File: src/rtl/uart_tx_arbiter_if.sv
// Handshake bundle for the UART TX arbiter: three message sources on one
// side, the UART TX FIFO write port and the busy flag on the other.
interface uart_tx_arbiter_if #(
  parameter int MSG_W = 72
);
  // source 0: error events
  logic             err_valid;
  logic [MSG_W-1:0] err_msg;
  logic             err_ack;
  // source 1: command responses
  logic             resp_valid;
  logic [MSG_W-1:0] resp_msg;
  logic             resp_ack;
  // source 2: reports
  logic             rpt_valid;
  logic [MSG_W-1:0] rpt_msg;
  logic             rpt_ack;
  // UART TX FIFO write port
  logic             uart_out_full;
  logic             uart_out_req;
  logic [MSG_W-1:0] uart_out_msg;
  // arbiter status
  logic             busy;

  // the side that owns the sources and the FIFO
  modport master (
    output err_valid, err_msg, resp_valid, resp_msg, rpt_valid, rpt_msg,
    output uart_out_full,
    input  err_ack, resp_ack, rpt_ack, uart_out_req, uart_out_msg, busy
  );

  // the arbiter itself
  modport slave (
    input  err_valid, err_msg, resp_valid, resp_msg, rpt_valid, rpt_msg,
    input  uart_out_full,
    output err_ack, resp_ack, rpt_ack, uart_out_req, uart_out_msg, busy
  );
endinterface

File: src/rtl/uart_tx_arbiter.sv
// Three-source arbiter feeding one UART TX FIFO. Source 0 (errors) has
// absolute priority, sources 1/2 share round-robin, and a starvation guard
// forces a 1/2 grant after a run of source-0 grants. One message is latched
// per grant and written to the FIFO from a hold register.
module uart_tx_arbiter #(
  parameter int MSG_W = 72,
  parameter int N_SRC = 3   // the grant logic below is written for exactly 3
) (
  input  logic             clk,
  input  logic             reset,
  uart_tx_arbiter_if.slave bus
);

  localparam logic [1:0] SRC_ERR  = 2'd0;
  localparam logic [1:0] SRC_RESP = 2'd1;
  localparam logic [1:0] SRC_RPT  = 2'd2;
  // source-0 grants tolerated back to back while 1/2 are waiting
  localparam logic [2:0] STARVE_MAX = 3'd4;

  typedef enum logic {IDLE, SEND} state_t;

  typedef struct packed {
    logic       hit;  // some source wins this cycle
    logic [1:0] src;  // which one
  } grant_t;

  state_t                       state;
  logic [N_SRC-1:0]             ack_q;
  logic [MSG_W-1:0]             hold;
  logic                         last_grant;  // 0: source 1 last, 1: source 2 last
  logic [2:0]                   starve_cnt;
  logic                         out_req_q;
  logic [MSG_W-1:0]             out_msg_q;

  logic [N_SRC-1:0]             vld;
  logic [N_SRC-1:0][MSG_W-1:0]  msgs;
  logic [N_SRC-1:0]             elig;
  logic                         any_lo;
  logic [1:0]                   rr_src;
  grant_t                       gnt;

  // gather the per-source inputs into indexable arrays
  always_comb begin
    vld     = {bus.rpt_valid, bus.resp_valid, bus.err_valid};
    msgs[0] = bus.err_msg;
    msgs[1] = bus.resp_msg;
    msgs[2] = bus.rpt_msg;
  end

  // winner selection: starvation guard, then source 0, then round-robin 1/2
  always_comb begin
    // a source whose ack is on the wire this cycle still shows its old
    // message, so it is never eligible in the same cycle
    elig   = vld & ~ack_q;
    any_lo = elig[1] | elig[2];
    if (elig[1] && elig[2])
      rr_src = last_grant ? SRC_RESP : SRC_RPT;
    else
      rr_src = elig[1] ? SRC_RESP : SRC_RPT;
    gnt.hit = |elig;
    gnt.src = SRC_ERR;
    if (any_lo && starve_cnt >= STARVE_MAX)
      gnt.src = rr_src;
    else if (elig[0])
      gnt.src = SRC_ERR;
    else if (any_lo)
      gnt.src = rr_src;
  end

  // control FSM: grant and latch in IDLE, drain the hold register in SEND
  always_ff @(posedge clk) begin
    if (reset) begin
      state      <= IDLE;
      ack_q      <= '0;
      hold       <= '0;
      last_grant <= 1'b1;  // source 1 takes the first 1/2 tie
      starve_cnt <= '0;
      out_req_q  <= 1'b0;
      out_msg_q  <= '0;
    end else begin
      ack_q     <= '0;
      out_req_q <= 1'b0;
      case (state)
        IDLE: begin
          if (!any_lo)
            starve_cnt <= '0;
          else if (gnt.hit)
            starve_cnt <= (gnt.src == SRC_ERR) ? starve_cnt + 3'd1 : '0;
          if (gnt.hit) begin
            hold             <= msgs[gnt.src];
            ack_q[gnt.src]   <= 1'b1;
            state            <= SEND;
            if (gnt.src != SRC_ERR)
              last_grant <= (gnt.src == SRC_RPT);
          end
        end
        SEND: begin
          // FIFO full: keep the message, try again next cycle
          if (!bus.uart_out_full) begin
            out_req_q <= 1'b1;
            out_msg_q <= hold;
            state     <= IDLE;
          end
        end
        default: state <= IDLE;
      endcase
    end
  end

  // registered outputs to the sources and the FIFO
  assign bus.err_ack      = ack_q[0];
  assign bus.resp_ack     = ack_q[1];
  assign bus.rpt_ack      = ack_q[2];
  assign bus.uart_out_req = out_req_q;
  assign bus.uart_out_msg = out_msg_q;
  assign bus.busy         = (state != IDLE);

endmodule

File: src/flat_wrapper.sv
// flat-port wrapper written by rule: the top's interface ports become plain ports
module uart_tx_arbiter_flat 
#(
  parameter int MSG_W = 72,
  parameter int N_SRC = 3                                                    
)
  (clk, reset, bus_err_valid, bus_err_msg, bus_resp_valid, bus_resp_msg, bus_rpt_valid, bus_rpt_msg, bus_uart_out_full, bus_err_ack, bus_resp_ack, bus_rpt_ack, bus_uart_out_req, bus_uart_out_msg, bus_busy);
  uart_tx_arbiter_if #(.MSG_W(MSG_W)) bus_i ();
  input  logic clk;
  input  logic reset;
  input wire logic [$bits(bus_i.err_valid)-1:0] bus_err_valid;
  input wire logic [$bits(bus_i.err_msg)-1:0] bus_err_msg;
  input wire logic [$bits(bus_i.resp_valid)-1:0] bus_resp_valid;
  input wire logic [$bits(bus_i.resp_msg)-1:0] bus_resp_msg;
  input wire logic [$bits(bus_i.rpt_valid)-1:0] bus_rpt_valid;
  input wire logic [$bits(bus_i.rpt_msg)-1:0] bus_rpt_msg;
  input wire logic [$bits(bus_i.uart_out_full)-1:0] bus_uart_out_full;
  output wire logic [$bits(bus_i.err_ack)-1:0] bus_err_ack;
  output wire logic [$bits(bus_i.resp_ack)-1:0] bus_resp_ack;
  output wire logic [$bits(bus_i.rpt_ack)-1:0] bus_rpt_ack;
  output wire logic [$bits(bus_i.uart_out_req)-1:0] bus_uart_out_req;
  output wire logic [$bits(bus_i.uart_out_msg)-1:0] bus_uart_out_msg;
  output wire logic [$bits(bus_i.busy)-1:0] bus_busy;
  assign bus_i.err_valid = bus_err_valid;
  assign bus_i.err_msg = bus_err_msg;
  assign bus_i.resp_valid = bus_resp_valid;
  assign bus_i.resp_msg = bus_resp_msg;
  assign bus_i.rpt_valid = bus_rpt_valid;
  assign bus_i.rpt_msg = bus_rpt_msg;
  assign bus_i.uart_out_full = bus_uart_out_full;
  assign bus_err_ack = bus_i.err_ack;
  assign bus_resp_ack = bus_i.resp_ack;
  assign bus_rpt_ack = bus_i.rpt_ack;
  assign bus_uart_out_req = bus_i.uart_out_req;
  assign bus_uart_out_msg = bus_i.uart_out_msg;
  assign bus_busy = bus_i.busy;
  uart_tx_arbiter #(.MSG_W(MSG_W), .N_SRC(N_SRC)) u_core (.clk(clk), .reset(reset), .bus(bus_i));
endmodule
File: config.mk
export PLATFORM = sky130hd
export DESIGN_NAME = uart_tx_arbiter_flat
export DESIGN_NICKNAME = d
export VERILOG_FILES = /design/src/rtl/uart_tx_arbiter_if.sv /design/src/rtl/uart_tx_arbiter.sv /design/src/flat_wrapper.sv
export SDC_FILE = /design/constraint.sdc
export NUM_CORES = 1
export LEC_CHECK = 0
export CAP_MARGIN = 20
export CORE_ASPECT_RATIO = 0.6
export CORE_MARGIN = 5
export CORE_UTILIZATION = 35
export CTS_BUF_LIST = sky130_fd_sc_hd__clkbuf_8 sky130_fd_sc_hd__clkbuf_16
export DETAILED_ROUTE_END_ITERATION = 8
export MAX_ROUTING_LAYER = met4
export PLACE_DENSITY_LB_ADDON = 0.1
export SYNTH_ARGS = -nofsm -noshare
export SYNTH_HDL_FRONTEND = slang
export SYNTH_SLANG_ARGS = --single-unit
File: constraint.sdc
create_clock -name clk -period 2.1 [get_ports clk]
set_input_delay 0.21 -clock clk [delete_from_list [all_inputs] [get_ports clk]]
set_output_delay 0.21 -clock clk [all_outputs]
set_load 0.02 [all_outputs]
==> run_1/sizing.png <==
Scale: 2 px per micron.
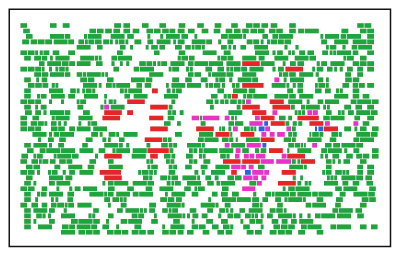
Key: blue = x2 [cells 6, share 0.59%]; red = x6 and larger [cells 39, share 3.9%, most used clkbuf_16]; magenta = x3 and x4 [cells 40, share 4.0%, most used buf_4]; green = x1 and smaller [cells 924, share 92%, most used clkdlybuf4s50_1]
fin worst setup slack: 0.274 ns
Non-Filler Cell Area, Final: 10800 sq um
Area growth, synth to finish: 58.7%
Non-Clock Buffer Count: 336

==> run_1/floorplan.png <==
Scale: 3 px per micron. Pins as bars on the die edge.
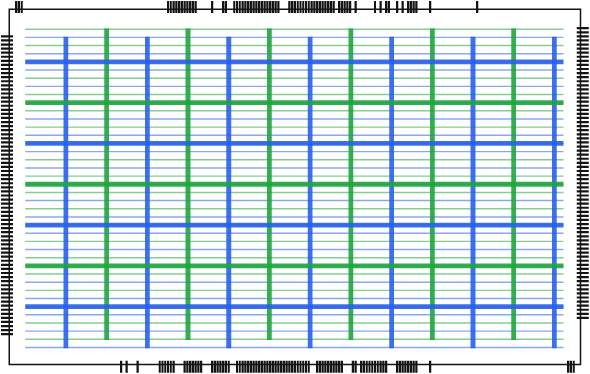
Key: green = VDD; blue = VSS
40 met1 rails follow the rows. The core has 39 rows. 7 straps on met5. 299 signal pins sit on the boundary.
maximum vdd ir drop: 574 uV
width of the die: 190 microns
die height: 118 microns
area of the core: 19000 sq um

==> deck_impl_summary.md, run 1 <==
Key Metrics from the Run

Power and ir drop
  – Net Sw Power: 0.00230 W
  – Power Internal: 0.00603 W
  – Post-layout power: 0.00833 W
  – Power attributed to the clock group: 0.00331 W
  – Power in sequential cells: 0.00327 W
  – LEAKAGE: 3.89 nW
  – Switch share: 27.6%
  – Share of power burned in the clock network: 39.7%

Worst hold path
  – Class of the tightest hold or removal check: input port to register
  – Launch point of the worst hold path: bus_rpt_msg[43]
  – Endpoint of the worst hold-timing path: u_core.hold[43]

Final timing
  – Part of the cycle the worst path needs: 86.9%
  – Total setup violations reported at the end of the flow: 0
  – Min Hold Slack: 0.376 ns
  – Transition time at the pin with the least slew margin: 0.750 ns
  – Max Transition Viols Final: 0
  – Worst clock skew: 0.0128 ns
  – RSZ-0062 raised after global routing: false
  – Worst slew margin: 50.0%
  – Setup TNS Final: 0 ns

Floorplanning
  – FP Rows: 39
  – Chip area: 22400 sq um

Logic synthesis
  – Cells after synthesis: 736
  – Yosys warnings: 0
  – Share of synthesized area spent on multiplexers: 0.147%
  – Number of distinct library cells after synthesis: 41
  – Top logic cell family in the synthesized netlist: AND-OR/OR-AND gates
  – Leading post-synthesis cells by instance count: 153 x sky130_fd_sc_hd__dfxtp_1, 126 x sky130_fd_sc_hd__o21ai_0, 74 x sky130_fd_sc_hd__a21oi_1
  – Yosys cell count: 736
  – Simple-gate area share of the yosys netlist: 5.98%
  – Seq cells post-synth: 153
  – Largest cells by area: sky130_fd_sc_hd__dfxtp_1 45%, sky130_fd_sc_hd__o21ai_0 9.3%, sky130_fd_sc_hd__a22o_1 9.2%, sky130_fd_sc_hd__a221oi_1 7.0%, sky130_fd_sc_hd__o2bb2ai_1 7.0%
  – Biggest area consumer among synthesized cells: sky130_fd_sc_hd__dfxtp_1
  – Primary FF master, synth: sky130_fd_sc_hd__dfxtp_1
  – Yosys adder share: 0.184%
  – Yosys chip area: 6800 sq um
  – Top cell type by instance count after synthesis: sky130_fd_sc_hd__dfxtp_1
  – Count of library flops with an enable pin: 0

Placement
  – Input/output buffers: 298
  – DP Cell Count: 1224

Setup path
  – Launching element of the worst setup path: u_core.starve_cnt[2]
  – Slowest-stage cell, CP: sky130_fd_sc_hd__nor3_4
  – Cell depth of the worst flop-to-flop path: 5
  – Top cell family by delay on the critical path: simple AND/OR/NAND/NOR gates
  – Critical path endpoint category: register
  – Internal reg-to-reg setup slack: 0.27 ns
  – Critical register-to-register path startpoint: u_core.starve_cnt[2]
  – Crit path kind: register to register
  – Required @ worst endpoint: 2.44 ns

Route
  – Total length of routed wires: 28100 microns
  – Average vias per placed instance: 5.71
  – Number of iterations in the first detailed-routing pass: 5
  – Remaining antenna violation count after routing: 0

Cells and area
  – Count of antenna diodes in the layout: 0
  – Finished Core Util: 56.7%
  – Commonest non-fill, non-tap cells in the layout: 298 x sky130_fd_sc_hd__clkdlybuf4s50_1, 152 x sky130_fd_sc_hd__dfxtp_1, 126 x sky130_fd_sc_hd__o21ai_0

Clock network
  – Inserted Clock Buffers: 17
  – Hold-fix buffers at CTS: 0
  – Maximum count of clock buffers along a single path: 2
  – Total setup buffers inserted after CTS: 0
  – Reg clk slew, reported paths: 0.06 ns

Global route
  – Number of antenna violations at the first check in global routing: 0
  – Wire length of the first global-routing pass: 43800 microns
  – Largest net degree at the start of global routing: 63

Status
  – Status: finished, final reports clean

Run
  – Tally of OpenROAD warnings: 26
==> run_1/route_heat.png <==
Scale: 2 px per micron. 38 x 24 tiles, from dark purple (low) to yellow (high), scaled to the fullest tile. Values are wire area over tile area, all layers added.
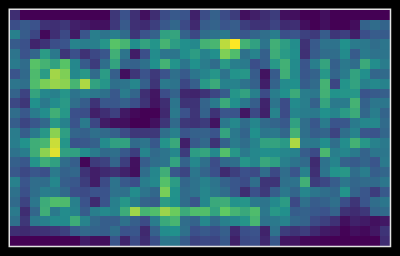
4.5% of the tiles are nearly empty. The mean over all tiles is 0.20. The fullest tile reaches 0.59. 18% of the tiles are over half the peak.
global-route total usage across every layer: 25.1%
Wirelength per Cell: 22.4 microns
vias after detailed routing: 7170

==> run 1: tightest hold or removal path: cells and delay by family <==
family	cells	cell delay, ns
buffers and inverters	1	0.40
AND-OR/OR-AND	1	0.07
AND/OR/NAND/NOR	1	0.06
==> run 1: layout make-up <==
type	instances	area, sq um
inverter	1	3.75
fill	1692	8250
timing repair buffer	336	3430
clock buffer	17	425
tap	246	308
multi-input combinational	488	3350
clock inverter	14	196
sequential	153	3070
==> run 1: layer usage <==
| metal | track usage (%) | routed length [microns] |
|---|---|---|
| met1 | 34.6 | 13300 |
| met2 | 37.5 | 12400 |
| met3 | 6.76 | 2140 |
| met4 | 4.38 | 224 |
| met5 | - | 0 |
## Run 2: what changed since run 1
--- a/config.mk
+++ b/config.mk
@@ -6,9 +6,11 @@
 export NUM_CORES = 1
 export LEC_CHECK = 0
 export CAP_MARGIN = 20
+export CELL_PAD_IN_SITES_DETAIL_PLACEMENT = 2
+export CELL_PAD_IN_SITES_GLOBAL_PLACEMENT = 2
 export CORE_ASPECT_RATIO = 0.6
 export CORE_MARGIN = 5
-export CORE_UTILIZATION = 35
+export CORE_UTILIZATION = 24
 export CTS_BUF_LIST = sky130_fd_sc_hd__clkbuf_8 sky130_fd_sc_hd__clkbuf_16
 export DETAILED_ROUTE_END_ITERATION = 8
 export MAX_ROUTING_LAYER = met4
==> run_2/floorplan.png <==
Scale: 3 px per micron. Pins as bars on the die edge.
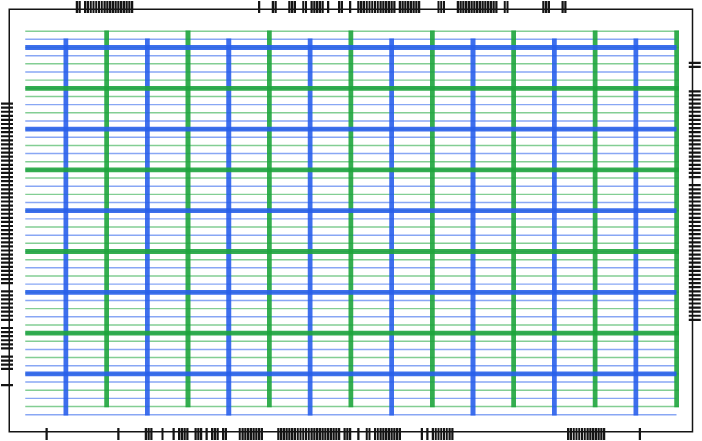
Key: blue = VSS; green = VDD
299 signal pins sit on the boundary. The core has 47 rows. 16 straps on met4.
die height: 140 microns
area of the core: 27800 sq um

==> run_2/closeup.png <==
Region (89, 73) to (139, 123) microns. Cells in gray, sequential cells in the stronger gray; small squares are vias.
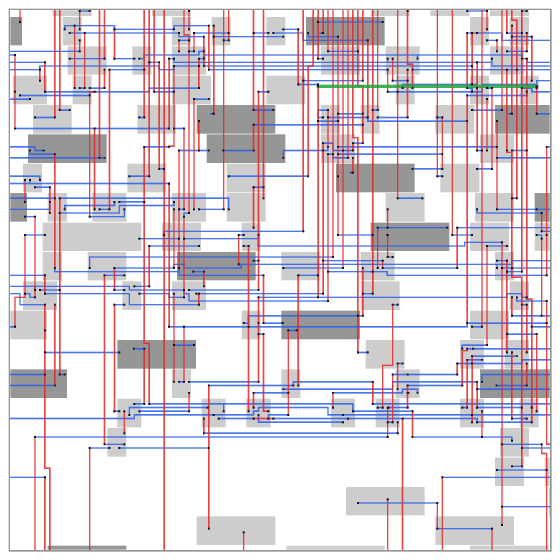
Key: red = M2; blue = M1; green = M3
Sequential cells in the window: 12. Netlist names of flops here include `u_core.bus.uart_out_msg` (6), `u_core.hold` (6). 83 logic cells have their middle in the window. Most frequent: clkdlybuf4s50_1 (20), o21ai_0 (14), dfxtp_1 (12).

==> deck_impl_summary.md, run 2 <==
Key Metrics from the Run

Power and ir drop
  – Net Sw Power: 0.00234 W (+1.8%)
  – Switch share: 28.0% (+0.44 points)
  – LEAKAGE: 3.95 nW (+1.4%)
  – Share of power burned in the clock network: 38.4% (-1.3 points)
  – Power Internal: 0.00600 W (-0.45%)
  – Power attributed to the clock group: 0.00320 W (-3%)
  – Power in sequential cells: 0.00328 W (about the same)
  – Maximum vdd ir drop: 497 uV (-13%)

Logic synthesis
  – Yosys adder share: 0.184% (unchanged)
  – Cells after synthesis: 736 (unchanged)
  – Yosys chip area: 6800 sq um (unchanged)
  – Share of synthesized area spent on multiplexers: 0.147% (unchanged)
  – Yosys warnings: 0 (unchanged)
  – Number of distinct library cells after synthesis: 41 (unchanged)
  – Largest cells by area: sky130_fd_sc_hd__dfxtp_1 45%, sky130_fd_sc_hd__o21ai_0 9.3%, sky130_fd_sc_hd__a22o_1 9.2%, sky130_fd_sc_hd__a221oi_1 7.0%, sky130_fd_sc_hd__o2bb2ai_1 7.0%
  – Yosys cell count: 736 (unchanged)
  – Simple-gate area share of the yosys netlist: 5.98% (unchanged)
  – Count of library flops with an enable pin: 0 (unchanged)
  – Leading post-synthesis cells by instance count: 153 x sky130_fd_sc_hd__dfxtp_1, 126 x sky130_fd_sc_hd__o21ai_0, 74 x sky130_fd_sc_hd__a21oi_1
  – Biggest area consumer among synthesized cells: sky130_fd_sc_hd__dfxtp_1
  – Primary FF master, synth: sky130_fd_sc_hd__dfxtp_1

Cells and area
  – Count of antenna diodes in the layout: 9 (+9)
  – Sequential fraction of total cell area: 27.7% (-0.71 points)
  – Non-clock buffering overhead: 32.1% (+0.33 points)
  – Number of non-filler instances in the completed layout: 1389
  – Number of inverters outside the clock class in the layout: 1 (unchanged)
  – Finished Core Util: 39.8% (-17 points)
  – Non-Clock Buffer Count: 341 (+1.5%)
  – Area-dominant cell class after layout: buffers
  – Area growth, synth to finish: 62.8%
  – Commonest non-fill, non-tap cells in the layout: 298 x sky130_fd_sc_hd__clkdlybuf4s50_1, 152 x sky130_fd_sc_hd__dfxtp_1, 126 x sky130_fd_sc_hd__o21ai_0
  – Non-Filler Cell Area, Final: 11100 sq um (+2.6%)
  – FF+latch area: 3070 sq um (unchanged)
  – Registers: 153 (unchanged)
  – Multi-In Gates: 488 (unchanged)
  – Logic gate fraction of the total cell area: 30.4% (-0.72 points)
  – Multi-input logic area: 3360 sq um (+0.19%)
  – Number of filler cells placed in the layout: 2976 (+76%)

Route
  – Top layer used by detailed routing: met4
  – Vias after detailed routing: 7314 (+2.0%)
  – Met2 WL post-DR: 15400 microns (+24%)
  – Average vias per placed instance: 5.27 (-7.8%)
  – WL met3: 2160 microns (+1.2%)
  – Remaining antenna violation count after routing: 0 (unchanged)
  – Total length of routed wires: 33800 microns (+20%)
  – Number of iterations in the first detailed-routing pass: 4 (-1)

Setup path
  – Critical register-to-register path startpoint: u_core.ack_q[2]
  – Slowest-stage cell, CP: sky130_fd_sc_hd__a21oi_2
  – Critical path endpoint category: register
  – Cell depth of the worst flop-to-flop path: 4 (-1)
  – Crit path kind: register to register
  – Launching element of the worst setup path: u_core.ack_q[2]
  – Required @ worst endpoint: 2.47 ns (+0.03 ns)
  – Top cell family by delay on the critical path: AND-OR/OR-AND gates

Run
  – Tally of OpenROAD warnings: 26 (unchanged)

Worst hold path
  – Endpoint of the worst hold-timing path: u_core.hold[43]
  – Launch point of the worst hold path: bus_rpt_msg[43]
  – Class of the tightest hold or removal check: input port to register

Global route
  – Global-route track usage on met1: 27.5% (-7.1 points)
  – Number of antenna violations at the first check in global routing: 8 (+8)
  – Met3 routing resource usage after global routing: 6.17% (-0.59 points)
  – Most crowded layer after global routing: met2
  – GR Layer Usage met2: 33.2% (-4.3 points)

Final timing
  – Max Transition Viols Final: 0 (unchanged)
  – Total setup violations reported at the end of the flow: 0 (unchanged)
  – Part of the cycle the worst path needs: 90.3% (+3.4 points)
  – Worst slew margin: 27.6% (-22 points)
  – Min Hold Slack: 0.347 ns (-0.0287 ns)
  – Setup TNS Final: 0 ns (unchanged)
  – RSZ-0062 raised after global routing: false
  – Transition time at the pin with the least slew margin: 1.09 ns (+0.336 ns)
  – Worst clock skew: 0.00776 ns (-0.00507 ns)
  – Fin worst setup slack: 0.204 ns (-0.0705 ns)

Clock network
  – Inserted Clock Buffers: 17 (unchanged)
  – Total setup buffers inserted after CTS: 0 (unchanged)
  – Hold-fix buffers at CTS: 0 (unchanged)
  – Maximum count of clock buffers along a single path: 2 (unchanged)

Status
  – Status: finished, final reports clean

Floorplanning
  – Chip area: 31900 sq um (+42%)

Placement
  – DP Cell Count: 1350 (+10%)
run 2: cell types whose count changed in the layout (fill, tap and decap cells not counted):
cell	change
sky130_fd_sc_hd__buf_12	+7
sky130_fd_sc_hd__and2_4	+1
sky130_fd_sc_hd__clkbuf_8	+3
sky130_fd_sc_hd__buf_4	-2
sky130_fd_sc_hd__and2_2	-1
sky130_fd_sc_hd__bufinv_16	-1
sky130_fd_sc_hd__clkinv_2	+3
sky130_fd_sc_hd__diode_2	+9
sky130_fd_sc_hd__inv_8	-1
sky130_fd_sc_hd__clkinvlp_4	-1
sky130_fd_sc_hd__nor2_2	-1
sky130_fd_sc_hd__inv_6	-4
sky130_fd_sc_hd__nor2_4	+1
No activity file was given, so power comes from the tool's default toggle rates.
